## src/rtl/mem_port_arbiter.sv

```systemverilog
// Single-port RAM arbiter: the processor gets the port by default, and host
// bursts use idle cycles or a forced slot after a run of denied cycles.
module mem_port_arbiter #(
    parameter int STARVE_LIM = 4
) (
    input  logic        clk,
    input  logic        rst,
    input  logic        cpu_req,
    input  logic        cpu_we,
    input  logic [15:0] cpu_addr,
    input  logic [47:0] cpu_wdata,
    output logic        cpu_stall,
    output logic        cpu_rvalid,
    output logic [47:0] cpu_rdata,
    input  logic        host_start,
    input  logic        host_we,
    input  logic [15:0] host_base,
    input  logic [7:0]  host_len,
    input  logic [47:0] host_wdata,
    output logic        host_wready,
    output logic        host_rvalid,
    output logic [47:0] host_rdata,
    output logic        host_busy,
    output logic        host_done,
    output logic        mem_en,
    output logic        mem_we,
    output logic [15:0] mem_addr,
    output logic [47:0] mem_wdata,
    input  logic [47:0] mem_rdata
);

    localparam int SW = $clog2(STARVE_LIM + 2);

    typedef enum logic [1:0] {IDLE, BURST, DONE} state_t;

    state_t        state;
    state_t        state_nx;
    logic          we_q;
    logic [15:0]   ptr;
    logic [7:0]    rem;
    logic [SW-1:0] starve;
    logic [47:0]   cpu_hold;
    logic [47:0]   host_hold;
    logic          forced;
    logic          host_grant;
    logic          cpu_grant;

    always_comb begin
        forced      = (state == BURST) && (starve == SW'(STARVE_LIM));
        host_grant  = rst && (state == BURST) && (!cpu_req || forced);
        cpu_grant   = rst && cpu_req && !host_grant;
        cpu_stall   = rst && cpu_req && !cpu_grant;
        mem_en      = 1'b0;
        mem_we      = 1'b0;
        mem_addr    = 16'h0;
        mem_wdata   = 48'h0;
        host_wready = 1'b0;
        if (cpu_grant) begin
            mem_en    = 1'b1;
            mem_we    = cpu_we;
            mem_addr  = cpu_addr;
            mem_wdata = cpu_wdata;
        end else if (host_grant) begin
            mem_en   = 1'b1;
            mem_we   = we_q;
            mem_addr = ptr;
            if (we_q) begin
                mem_wdata   = host_wdata;
                host_wready = 1'b1;
            end
        end
        state_nx = state;
        unique case (state)
            IDLE: begin
                if (host_start) begin
                    state_nx = (host_len == 8'd0) ? DONE : BURST;
                end
            end
            BURST: begin
                if (host_grant && rem == 8'd1) begin
                    state_nx = DONE;
                end
            end
            DONE:    state_nx = IDLE;
            default: state_nx = IDLE;
        endcase
    end

    always_ff @(posedge clk) begin
        if (!rst) begin
            state <= IDLE;
        end else begin
            state <= state_nx;
        end
    end

    // Load data is passed straight through on the return beat and held after.
    assign cpu_rdata  = cpu_rvalid  ? mem_rdata : cpu_hold;
    assign host_rdata = host_rvalid ? mem_rdata : host_hold;

    always_ff @(posedge clk) begin
        if (!rst) begin
            we_q        <= 1'b0;
            ptr         <= 16'h0;
            rem         <= 8'h0;
            starve      <= '0;
            cpu_rvalid  <= 1'b0;
            host_rvalid <= 1'b0;
            cpu_hold    <= 48'h0;
            host_hold   <= 48'h0;
            host_busy   <= 1'b0;
            host_done   <= 1'b0;
        end else begin
            host_busy   <= (state_nx == BURST);
            host_done   <= (state_nx == DONE);
            cpu_rvalid  <= cpu_grant && !cpu_we;
            host_rvalid <= host_grant && !we_q;
            if (cpu_rvalid) begin
                cpu_hold <= mem_rdata;
            end
            if (host_rvalid) begin
                host_hold <= mem_rdata;
            end
            if (state == IDLE && host_start) begin
                we_q <= host_we;
                ptr  <= host_base;
                rem  <= host_len;
            end else if (host_grant) begin
                ptr <= ptr + 16'd1;
                rem <= rem - 8'd1;
            end
            if (state != BURST || host_grant) begin
                starve <= '0;
            end else if (cpu_req) begin
                starve <= starve + 1'b1;
            end
        end
    end

endmodule

```

## config.mk

```make
export PLATFORM = sky130hd
export DESIGN_NAME = mem_port_arbiter
export DESIGN_NICKNAME = d
export VERILOG_FILES = /design/src/rtl/mem_port_arbiter.sv
export SDC_FILE = /design/constraint.sdc
export NUM_CORES = 1
export LEC_CHECK = 0
export CAP_MARGIN = 20
export CORE_UTILIZATION = 30
export DETAILED_ROUTE_END_ITERATION = 8
export GPL_TIMING_DRIVEN = 0
export PLACE_DENSITY_LB_ADDON = 0.3
export SLEW_MARGIN = 5
export SYNTH_ARGS = -nofsm -noshare
export SYNTH_HDL_FRONTEND = slang
export SYNTH_SLANG_ARGS = --single-unit
```

## constraint.sdc

```tcl
create_clock -name clk -period 3.4 [get_ports clk]
set_input_delay 0.51 -clock clk [delete_from_list [all_inputs] [get_ports clk]]
set_output_delay 0.51 -clock clk [all_outputs]
set_load 0.005 [all_outputs]
```

Fig. 1: clock nets
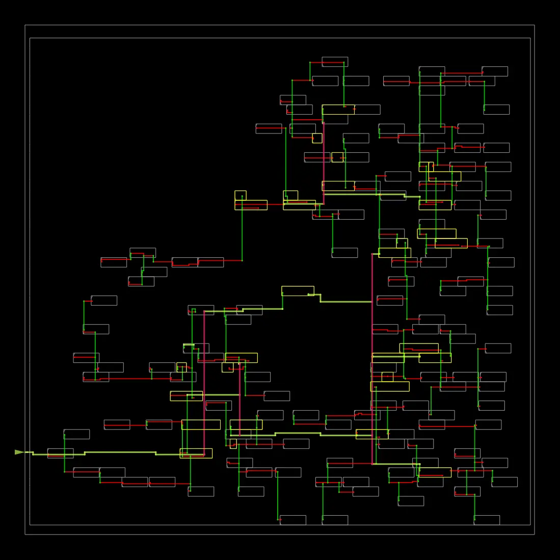
Clock net power: 1970 µW
worst skew pair latency: 0.42 ns
Flops: 130
Clock Sinks: 130
clkbuf count: 18

Fig. 2: signal wires on met1
Supply wires on this layer in grey.
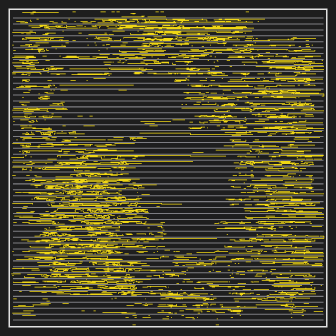
The longest straight run is 47.6 µm. 1023 nets have wire on it. The layer carries 9870 µm of wire. The wires run mostly horizontal. The layer holds 41% of the routed length.

==> results.sh <==
# flow metrics
export IMPL_warnings=29
export IMPL_met2_usage_pct=40.0
export IMPL_buffers_excl_clock=402
export IMPL_antenna_found_initial=1
export IMPL_worstHoldStart="starve[0]"
export IMPL_layout_top_cells="clkdlybuf4s50_1, dfxtp_1, and2_1, mux2_2, a22o_1"
export IMPL_wl_met2_um=11800
export IMPL_cts_clk_slew_worst_paths_ns=0.06
export IMPL_io_buffer_count=357
export IMPL_fin_area_um2=10700
export IMPL_cts_tree="done"
export IMPL_r2r_cells=5
export IMPL_finClkSkew_ns=0.00808
export IMPL_ys_top_cells_by_count="dfxtp_1, and2_1, mux2_2"
export IMPL_end_kind="output pin"
export IMPL_synthXorXnorAreaFrac_pct=1.14
export IMPL_drive_above_1_share_pct=15.7
export IMPL_switchingPower_uw=1060
export IMPL_postCtsHoldBufs=0
export IMPL_setup_tns_ns=0
export IMPL_taps=265
export IMPL_rr_endpoint="ptr[11]"
export IMPL_drtAntennaViolNets=0
export IMPL_ys_sh_mux_pct=18.1
export IMPL_slew_headroom_pct=36.7
export IMPL_syn_inst=609
export IMPL_worst_slew_pin_slew_ns=0.948
export IMPL_postCtsResizedCells=19
export IMPL_p_leak_uw=0.00418
export IMPL_syn_to_final_growth_pct=74.9
export IMPL_holdPathStages=1
export IMPL_grt_usage_pct=23.0
export IMPL_timing_rr_start="state[1]"
export IMPL_buf_share_pct=35.3
export IMPL_synthTopLogicFamily="simple AND/OR/NAND/NOR gates"
export IMPL_root_buffer="clkbuf_16"
export IMPL_drtIter0Drc=320
export IMPL_crit_path_start_kind="input pin"
export IMPL_ys_flop_type="dfxtp_1"
export IMPL_path_buffers=5
export IMPL_max_freq_mhz=301
export IMPL_wl_um=24200
export IMPL_post_route_period_util_pct=97.6
export IMPL_edf_count=0
export IMPL_grt_max_degree=17
export IMPL_worstPathRequired_ns=2.89
export IMPL_adder_share_pct=1.02
export IMPL_hold_viol=0
export IMPL_io_pins=358
export IMPL_status="finished clean"
export IMPL_rows=51
export IMPL_nets=1179
export IMPL_async_flop_share_pct=0
export IMPL_finalSetupViolations=0
export IMPL_p_seq_uw=1630
export IMPL_reg2reg_slack_ns=1.22
export IMPL_top_usage_layer="met2"
export IMPL_cts_inserted_buffers=17
export IMPL_seq_area_share_pct=24.2
export IMPL_synth_cell_types=50
export IMPL_crit_end="mem_en"
export IMPL_startpoint="rst"
export IMPL_wl_per_cell_um=19.1
export IMPL_insertedDiodeCount=1
export IMPL_combPwrFrac_pct=18.1
export IMPL_postCtsSetupBuffers=0
export IMPL_whs_endpoint="starve[0]"
export IMPL_highest_layer="met4"
export IMPL_drc=0
export IMPL_vdd_ir_drop_max_mv=0.278
export IMPL_yosysWarnings=0
export IMPL_dominant_cells="buffers"
export IMPL_synth_seq_cells=130
export IMPL_dr_total_vias=6227
export IMPL_topCellsByArea="dfxtp_1, mux2_2, and2_1, a22o_1, clkbuf_1"
export IMPL_hpwl_um=19300
export IMPL_initCoreUtil_pct=31.1
export IMPL_avgSynthCellArea_um2=10.1
export IMPL_hold_slack_ns=0.451
export IMPL_path_max_fanout=10
export IMPL_p_seq_share_pct=37.2
Fig. 3: layout detail
The bar under the picture is 10 µm long. Window x 58 to 88, y 58 to 88 µm. Cells in grey, sequential cells in the stronger grey; small squares are vias.
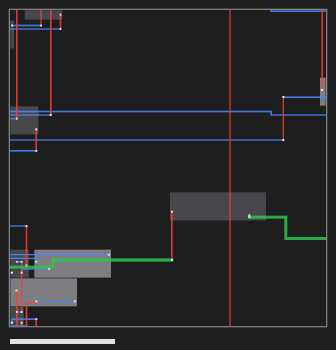
met2: in red. met3: in green. met1: in blue.
Most frequent: dfxtp_1 (2). 6 logic cells have their middle in the window. Sequential cells in the window: 2. Netlist names of flops here include `ptr` (2).

No activity file was given, so power comes from the tool's default toggle rates.
